$ cat src/rtl/cpu_controller.sv
// cpu_controller
//   Moore control FSM for the simple RISC core. Sequences fetch, PC update,
//   decode and execute, and drives all datapath, register-file and memory
//   strobes.
// Ports:
//   clk, reset_n          clock, asynchronous active-low reset
//   opcode[2:0], op[1:0]  instruction fields from the decoder
//   nsel[2:0]             register select one-hot (100 Rn, 010 Rd, 001 Rm)
//   vsel[1:0]             writeback source (00 C, 01 sximm8, 10 mdata)
//   write                 register-file write enable
//   loada/loadb/loadc/loads  datapath register loads
//   asel, bsel            operand muxes (A forced 0, B = sximm5)
//   load_ir, load_pc, reset_pc  instruction register / PC control
//   addr_sel, load_addr   memory address source / data address register load
//   mem_cmd[1:0]          00 none, 01 read, 10 write
//   halted                high in HALT
module cpu_controller (
  input  logic       clk,
  input  logic       reset_n,
  input  logic [2:0] opcode,
  input  logic [1:0] op,
  output logic [2:0] nsel,
  output logic [1:0] vsel,
  output logic       write,
  output logic       loada,
  output logic       loadb,
  output logic       loadc,
  output logic       loads,
  output logic       asel,
  output logic       bsel,
  output logic       load_ir,
  output logic       load_pc,
  output logic       reset_pc,
  output logic       addr_sel,
  output logic       load_addr,
  output logic [1:0] mem_cmd,
  output logic       halted
);

  typedef enum logic [4:0] {
    S_RST, S_IF1, S_IF2, S_UPDATE_PC, S_DECODE, S_WR_IMM, S_GET_A, S_GET_B,
    S_COMPUTE, S_WR_REG, S_ADDR, S_LOAD_ADDR, S_MEM_RD, S_WR_MEM,
    S_STR_PASS, S_MEM_WR, S_HALT
  } state_t;

  state_t state, state_next;

  logic is_mov_imm, is_mov_reg, is_alu, is_cmp, is_ldr, is_str, is_halt;

  assign is_mov_imm = (opcode == 3'b110) && (op == 2'b10);
  assign is_mov_reg = (opcode == 3'b110) && (op == 2'b00);
  assign is_alu     = (opcode == 3'b101);
  assign is_cmp     = is_alu && (op == 2'b01);
  assign is_ldr     = (opcode == 3'b011);
  assign is_str     = (opcode == 3'b100);
  assign is_halt    = (opcode == 3'b111);

  always_ff @(posedge clk or negedge reset_n) begin
    if (!reset_n) state <= S_RST;
    else          state <= state_next;
  end

  always_comb begin
    state_next = state;
    nsel       = '0;
    vsel       = '0;
    write      = 1'b0;
    loada      = 1'b0;
    loadb      = 1'b0;
    loadc      = 1'b0;
    loads      = 1'b0;
    asel       = 1'b0;
    bsel       = 1'b0;
    load_ir    = 1'b0;
    load_pc    = 1'b0;
    reset_pc   = 1'b0;
    addr_sel   = 1'b0;
    load_addr  = 1'b0;
    mem_cmd    = 2'b00;
    halted     = 1'b0;

    unique case (state)
      S_RST: begin
        reset_pc   = 1'b1;
        load_pc    = 1'b1;
        state_next = S_IF1;
      end
      S_IF1: begin
        addr_sel   = 1'b1;
        mem_cmd    = 2'b01;
        state_next = S_IF2;
      end
      S_IF2: begin
        addr_sel   = 1'b1;
        mem_cmd    = 2'b01;
        load_ir    = 1'b1;
        state_next = S_UPDATE_PC;
      end
      S_UPDATE_PC: begin
        load_pc    = 1'b1;
        state_next = S_DECODE;
      end
      S_DECODE: begin
        if (is_mov_imm)                  state_next = S_WR_IMM;
        else if (is_mov_reg)             state_next = S_GET_B;
        else if (is_alu || is_ldr || is_str) state_next = S_GET_A;
        else if (is_halt)                state_next = S_HALT;
        else                             state_next = S_IF1;
      end
      S_WR_IMM: begin
        nsel       = 3'b100;
        vsel       = 2'b01;
        write      = 1'b1;
        state_next = S_IF1;
      end
      S_GET_A: begin
        nsel       = 3'b100;
        loada      = 1'b1;
        state_next = (is_ldr || is_str) ? S_ADDR : S_GET_B;
      end
      S_GET_B: begin
        // STR reaches here after address setup and needs Rd as store data.
        nsel       = is_str ? 3'b010 : 3'b001;
        loadb      = 1'b1;
        state_next = is_str ? S_STR_PASS : S_COMPUTE;
      end
      S_COMPUTE: begin
        asel = is_mov_reg;
        if (is_cmp) begin
          loads      = 1'b1;
          state_next = S_IF1;
        end else begin
          loadc      = 1'b1;
          state_next = S_WR_REG;
        end
      end
      S_WR_REG: begin
        nsel       = 3'b010;
        write      = 1'b1;
        state_next = S_IF1;
      end
      S_ADDR: begin
        bsel       = 1'b1;
        loadc      = 1'b1;
        state_next = S_LOAD_ADDR;
      end
      S_LOAD_ADDR: begin
        load_addr  = 1'b1;
        state_next = is_str ? S_GET_B : S_MEM_RD;
      end
      S_MEM_RD: begin
        mem_cmd    = 2'b01;
        state_next = S_WR_MEM;
      end
      S_WR_MEM: begin
        mem_cmd    = 2'b01;
        nsel       = 3'b010;
        vsel       = 2'b10;
        write      = 1'b1;
        state_next = S_IF1;
      end
      S_STR_PASS: begin
        asel       = 1'b1;
        loadc      = 1'b1;
        state_next = S_MEM_WR;
      end
      S_MEM_WR: begin
        mem_cmd    = 2'b10;
        state_next = S_IF1;
      end
      S_HALT: begin
        halted     = 1'b1;
        state_next = S_HALT;
      end
      default: state_next = S_RST;
    endcase
  end

endmodule

$ cat config.mk
export PLATFORM = sky130hd
export DESIGN_NAME = cpu_controller
export DESIGN_NICKNAME = d
export VERILOG_FILES = /design/src/rtl/cpu_controller.sv
export SDC_FILE = /design/constraint.sdc
export NUM_CORES = 1
export LEC_CHECK = 0
export CORE_MARGIN = 8
export CORE_UTILIZATION = 42
export CTS_CLUSTER_DIAMETER = 40
export DETAILED_ROUTE_END_ITERATION = 10
export PLACE_DENSITY = 0.79
export SYNTH_ARGS = -nofsm -noshare
export SYNTH_HDL_FRONTEND = slang
export SYNTH_SLANG_ARGS = --single-unit
$ cat constraint.sdc
create_clock -name clk -period 1.8 [get_ports clk]
set_input_delay 0.36 -clock clk [delete_from_list [all_inputs] [get_ports clk]]
set_output_delay 0.36 -clock clk [all_outputs]
set_load 0.02 [all_outputs]
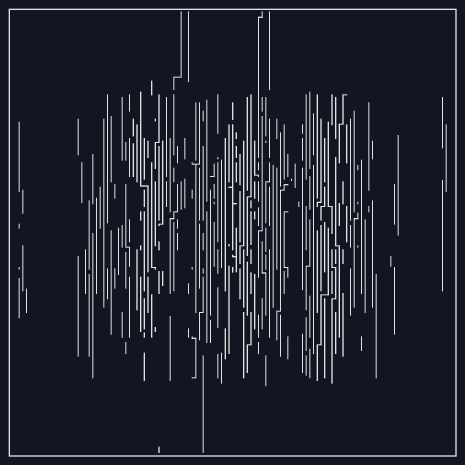
*Metal 2, run 1*
(8 px per um)
share of all routed wire: 49%
main direction: vertical
wire length on this layer: 1,540 um
longest straight run: 23.5 um
nets with wire on the layer: 145
total number of vias: 1,018
grt met2 use: 32.9%
total wire length: 3.14 mm

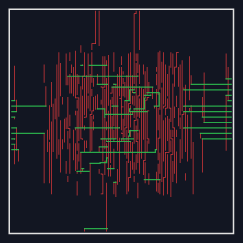
*Metal layers overlaid, run 1*
(4 px per um) Only two layers are drawn.
| colour | layer | wire length |
|---|---|---|
| green | metal 3 | 254 um |
| red | metal 2 | 1,540 um |
WL per Instance: 19.4 um
GR Util All Layers: 18.6%

==> impl_metrics.ini, run 1 <==
; synthesis and place-and-route metrics
[layout]
final_area_sq_mm = 0.00127
largest_reg_flops = 5
register_area_sq_um = 129
layout-drive-gt1-share_pct = 62.3
num_antenna_cells = 0
synthToLayoutAreaGrowth_pct = 92.4
utilization_pct = 85.4

[synthesis]
top_area_share_pct = 18.9
synth_top_cell_by_area = dfrtp_1
ys_cells = 89
ys.flops = 5
syn_area_per_cell_sq_um = 7.42
synthCells = 89
area_leaders = dfrtp_1 19%, nor2_1 6.3%, nor3_1 6.1%, nand2_1 5.7%, o221ai_2 4.5%
syn_nets = 96
ys_warn_count = 0
synth_cell_type_count = 41

[route]
drc_errors = 0
firstDrtPassIters = 4
antenna_left = 0

[die]
die_w_um = 55.7
io_pins = 27
dieArea_sq_mm = 0.00310
core_sq_mm = 0.00149
placementRows = 14

[cts]
cts_tree = done
cts-buffers-inserted = 3
cts_root_buffer = clkbuf_4
clock_tree.buffer_depth = 2
htreeDepth = 1
clock-sinks = 5
clk_latency_ns = 0.26

[grt]
grt_overflow = 0
grt_pass1_vias = 1006
grt_start_max_net_pins = 12
grt_antenna_before_repair = 0

[placement]
dp_hpwl_mm = 2.10
gp_congestion = 0.914
dpl_cell_area_sq_mm = 0.00113
dp.cells = 153

[sta]
period_used_pct = 103
rsz0062_at_grt = yes
setup_viol = 5
fin_crit_ns = 1.86
tns_ns = -0.179
max-slew-margin-rel_pct = 77.2
setup_ws_ns = -0.0591
finalHoldViolCount = 0
slew_violations = 0

[power]
seqPwrFrac_pct = 10.5
p_int_mw = 1.01
powerDensity_mw_per_mm2 = 1520
leakage_nw = 0.584

[worst_setup_path]
cp.required_ns = 1.44
timing.rr.end = state[3]$_DFF_PN0_
r2r_slack_ns = 0.15
cp-end-kind = primary output
ff2ff_path_depth = 6
worstSetupPathType = flop to primary output
cp.arrival_ns = 1.50

[outcome]
run_status = finished, violations left
violations = setup timing

[job]
tool_warnings = 28
cap_viol_max_count = 0
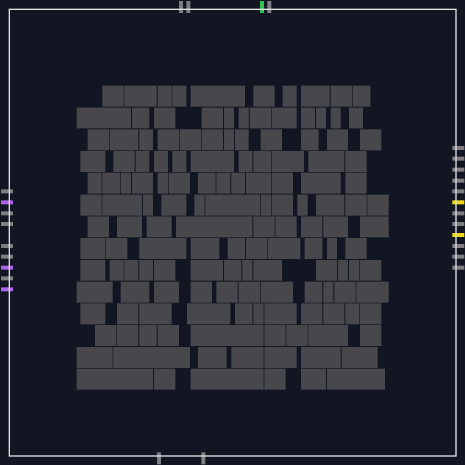
*Pin map, run 1*
(8 px per um) Pins as bars across the die edge, other pins in grey.
| colour | port | pins | direction | edge |
|---|---|---|---|---|
| purple | `opcode` | 3 | input | left |
| yellow | `mem_cmd` | 2 | output | right |
| green | `bsel` | 1 | output | top |
all pins by edge: 12 right, 9 left, 4 top, 2 bottom
die y size: 55.7 um
Port Buffers: 26

[run 1: power groups by stage]
| stage | registers, mW | logic, mW | clock network (mW) |
|---|---|---|---|
| 6_report | 0.203 | 1.59 | 0.144 |
| 5_1_grt | 0.204 | 1.70 | 0.149 |
| 4_1_cts | 0.187 | 1.33 | 0.140 |
| 3_5_place_dp | 0.186 | 1.38 | 0 |
| 3_3_place_gp | 0.182 | 1.34 | 0 |
| 2_1_floorplan | 0.181 | 0.698 | 0 |
[run 1: Yosys cell counts]
master,count
a21boi_0,1
o311ai_0,1
o32a_1,1
or2_1,1
or3_1,1
nand2b_1,2
a21boi_1,1
o22ai_1,2
o311ai_1,1
o221ai_2,2
a21o_1,1
nand4b_1,2
a221o_1,1
dfrtp_1,5
o31ai_1,1
o21bai_1,1
o32ai_1,1
nor3b_4,1
or3_4,1
nor2_1,11
nand3_1,2
nor3b_1,2
and4_2,1
nand4_1,1
nor2_2,1
nor3_1,8
buf_2,5
buf_1,1
a21oi_1,4
and3_1,1
nor3b_2,1
o21ba_2,1
o22a_1,1
a31o_1,1
nor2b_1,4
o211ai_1,1
and2_1,1
inv_1,2
o21bai_4,1
o21ai_0,2
nand2_1,10
[run 1: worst max path at each step]
stage	cells past startpoint	slack, ns	end	startpoint
6_report	3	-0.06	nsel[2]	state[4]$_DFF_PN0_
5_1_grt	6	-0.09	nsel[1]	state[3]$_DFF_PN0_
4_1_cts	6	-0.10	nsel[1]	state[3]$_DFF_PN0_
3_5_place_dp	6	-0.64	loadc	opcode[1]
3_3_place_gp	6	-0.56	nsel[1]	opcode[0]
2_1_floorplan	4	0.06	load_pc	state[2]$_DFF_PN0_
[run 1: critical path, stage by stage (launching register included)]
cell	delay, ns
dfrtp_2	0.48
or3_4	0.43
o22ai_2	0.18
buf_6	0.14
[run 1: cells by family after synthesis]
| logic type | share of synthesized area, % |
|---|---|
| flip-flops | 18.9 |
| AND/OR/NAND/NOR | 43.8 |
| buffers and inverters | 5.49 |
| AND-OR/OR-AND | 31.8 |
[run 1: metal layers]
layer  global-route usage, %  vias to the layer above  wire, um
li1                        -                      449         -
met1                    20.3                      489      1200
met2                    32.9                       65      1540
met3                    4.11                       15       253
met4                    8.45                        0       142
met5                       0                        -         0
[run 1: what timing repair did]
item / CTS / global route
setup buffers: 2 / 3
endpoints found under the setup margin: 20 / 18
pin swaps: 2 / 13
gates resized: 101 / 45
hold buffers: 0 / 0
[run 1: cell type report]
cell class	instances	area share, %
Clock buffer	3	1.77
Clock inverter	1	0.394
Inverter	2	0.591
Multi-Input combinational cell	76	47.8
Sequential cell	5	10.1
Tap cell	16	1.57
Timing Repair Buffer	59	37.7
[run 1: placed cells by master, fill, tap and decap left out, types with 3 or more instances in the layout]
cell and instances:
buf_2 6, dfrtp_2 3, buf_6 6, nor3_1 5, nand2_1 7, nor2_2 3, nand2_2 3, dlygate4sd2_1 3
nor2_1 8, nor3_2 3, clkbuf_4 3, buf_4 40
==> run 2, diff against run 1 <==
--- a/config.mk
+++ b/config.mk
@@ -9,7 +9,9 @@
 export CORE_UTILIZATION = 42
 export CTS_CLUSTER_DIAMETER = 40
 export DETAILED_ROUTE_END_ITERATION = 10
+export HOLD_SLACK_MARGIN = 0.15
 export PLACE_DENSITY = 0.79
+export SLEW_MARGIN = 20
 export SYNTH_ARGS = -nofsm -noshare
 export SYNTH_HDL_FRONTEND = slang
 export SYNTH_SLANG_ARGS = --single-unit
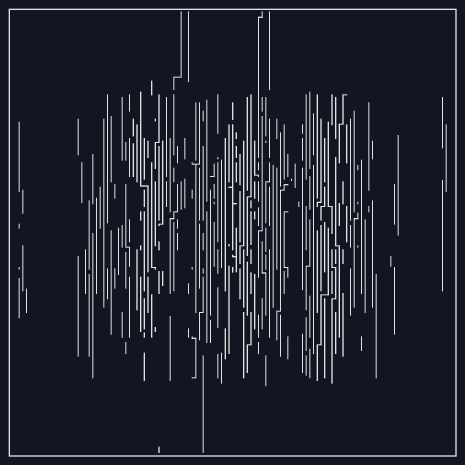
*Metal 2, run 2*
(8 px per um)
nets with wire on the layer: 145
main direction: vertical

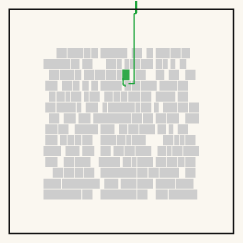
*Wires at chosen ports, followed through buffers, run 2*
(4 px per um)
| colour | port | bits | direction | edge | end cells | buffers | wire |
|---|---|---|---|---|---|---|---|
| green | `bsel` | 1 | output | top | 1 | 1 | 22.5 um |
Top Ports: 27

==> impl_metrics.ini, run 2 <==
; synthesis and place-and-route metrics
[sta]
period_used_pct = 103
clock.fmax_ghz = 0.538
fin_crit_ns = 1.86
setup_viol = 5
max-slew-margin-rel_pct = 77.2
rsz0062_at_grt = yes
setup_ws_ns = -0.0591

[route]
firstDrtPassIters = 4
met3_length_um = 253
antenna_left = 0
dr_wl_met2_mm = 1.54
avgRoutedWirePerCell_um = 19.4
drc_errors = 0
vias = 1018
top_layer_used = met4

[die]
die_h_um = 55.7
core_sq_mm = 0.00149
placementRows = 14

[worst_setup_path]
ff2ff_path_depth = 6
r2r_slack_ns = 0.15
crit_buf_inv = 1
timing.rr.end = state[3]$_DFF_PN0_
worstSetupPathType = flop to primary output
slowest_delay_ns = 0.48
cp_cell_sequence = or3_4, o22ai_2, buf_6
cp-end-kind = primary output
cp.arrival_ns = 1.50
worstSetupPathDepth = 3

[synthesis]
synthAoiAreaFrac_pct = 31.8
ff_type = dfrtp_1
synthCells = 89
mux_area_share_pct = 0
common_cells = 11 x nor2_1, 10 x nand2_1, 8 x nor3_1, 5 x buf_2, 5 x dfrtp_1
ys_warn_count = 0
syn_nets = 96
ys.flops = 5
synth_top_cell_by_area = dfrtp_1
logic_family = simple AND/OR/NAND/NOR gates
async_flop_share_pct = 100
synth_cell_type_count = 41
most_common_cell = nor2_1
area_leaders = dfrtp_1 19%, nor2_1 6.3%, nor3_1 6.1%, nand2_1 5.7%, o221ai_2 4.5%
ys_cells = 89
simple_gate_area_share_pct = 43.7
top_area_share_pct = 18.9
edf_count = 0

[layout]
final_area_sq_mm = 0.00127
layout-drive-gt1-share_pct = 62.3
largest_reg_flops = 5
register_area_sq_um = 129
num_antenna_cells = 0
utilization_pct = 85.4
lay_top_count = buf_4
layout_top_cells = 40 x buf_4, 8 x nor2_1, 7 x nand2_1
synthToLayoutAreaGrowth_pct = 92.4

[job]
cap_viol_max_count = 0
tool_warnings = 28

[cts]
cts_hold_buffers = 0
cts-buffers-inserted = 3
clock_tree.buffer_depth = 2
clk_latency_ns = 0.26
cts_tree = done
cts_root_buffer = clkbuf_4
clock-sinks = 5
htreeDepth = 1

[power]
leakage_nw = 0.584
powerDensity_mw_per_mm2 = 1520

[placement]
dpl_cell_area_sq_mm = 0.00113
gp_congestion = 0.914
dp.cells = 153

[grt]
grt_overflow = 0
grt_pass1_vias = 1006
grt_antenna_before_repair = 0
grt_start_max_net_pins = 12

[outcome]
violations = setup timing
run_status = finished, violations left
==> run 2: worst max path at each step <==
stage	slack, ns	to	startpoint
floorplan	0.06	load_pc	state[2]$_DFF_PN0_
global placement	-0.56	nsel[1]	opcode[0]
detailed placement	-0.64	loadc	opcode[1]
CTS	-0.10	nsel[1]	state[3]$_DFF_PN0_
global route	-0.09	nsel[1]	state[3]$_DFF_PN0_
finish	-0.06	nsel[2]	state[4]$_DFF_PN0_
==> run 2: routing by layer <==
| metal | GRT usage [%] | vias up |
|---|---|---|
| met5 | 0 | - |
| met4 | 8.45 | 0 |
| met3 | 4.11 | 15 |
| met2 | 32.9 | 65 |
| met1 | 20.3 | 489 |
| li1 | - | 449 |
==> run 2: repair_timing <==
action                                  in CTS  in global routing
buffers inserted                             2                  3
pin swaps                                    2                 13
gates resized                              101                 45
endpoints found under the setup margin      20                 18
==> run 2: kinds of logic (layout without fill, tap and decap cells) <==
group,Yosys count,in the layout
AND/OR/NAND/NOR,51,51
AND-OR/OR-AND,25,25
buffers and inverters,8,65
flip-flops,5,5
==> run 2: area by class of cell <==
cell class              instances  area share (%)
clock buffers                   3            1.77
clock inverters                 1           0.394
inverters                       2           0.591
multi-input cells              76            47.8
flip-flops and latches          5            10.1
well taps                      16            1.57
repair buffers                 59            37.7
==> run 2: stage by stage <==
| step | hold WS (ns) | setup TNS [ns] | worst slack (ns) |
|---|---|---|---|
| detailed placement | 0.598 | -5.89 | -0.637 |
| finish | 0.319 | -0.179 | -0.0591 |
| CTS | 0.330 | -0.392 | -0.101 |
| global placement | 0.583 | -4.93 | -0.562 |
| floorplan | 0.0644 | 0 | 0.0649 |
| global route | 0.341 | -0.562 | -0.0948 |
==> run 2: power by group <==
part           internal (mW)  total (mW)  switching (mW)
clock network         0.0813       0.144          0.0622
registers              0.155       0.203          0.0479
logic                  0.774        1.59           0.811
==> run 2: worst register-to-register path, stage by stage (launching register included) <==
cell      delay, ns
dfrtp_2        0.42
buf_4          0.20
nand2_2        0.11
buf_4          0.16
or3_1          0.36
a21o_1         0.18
o311ai_1       0.09
Power and IR drop assume default switching activity.
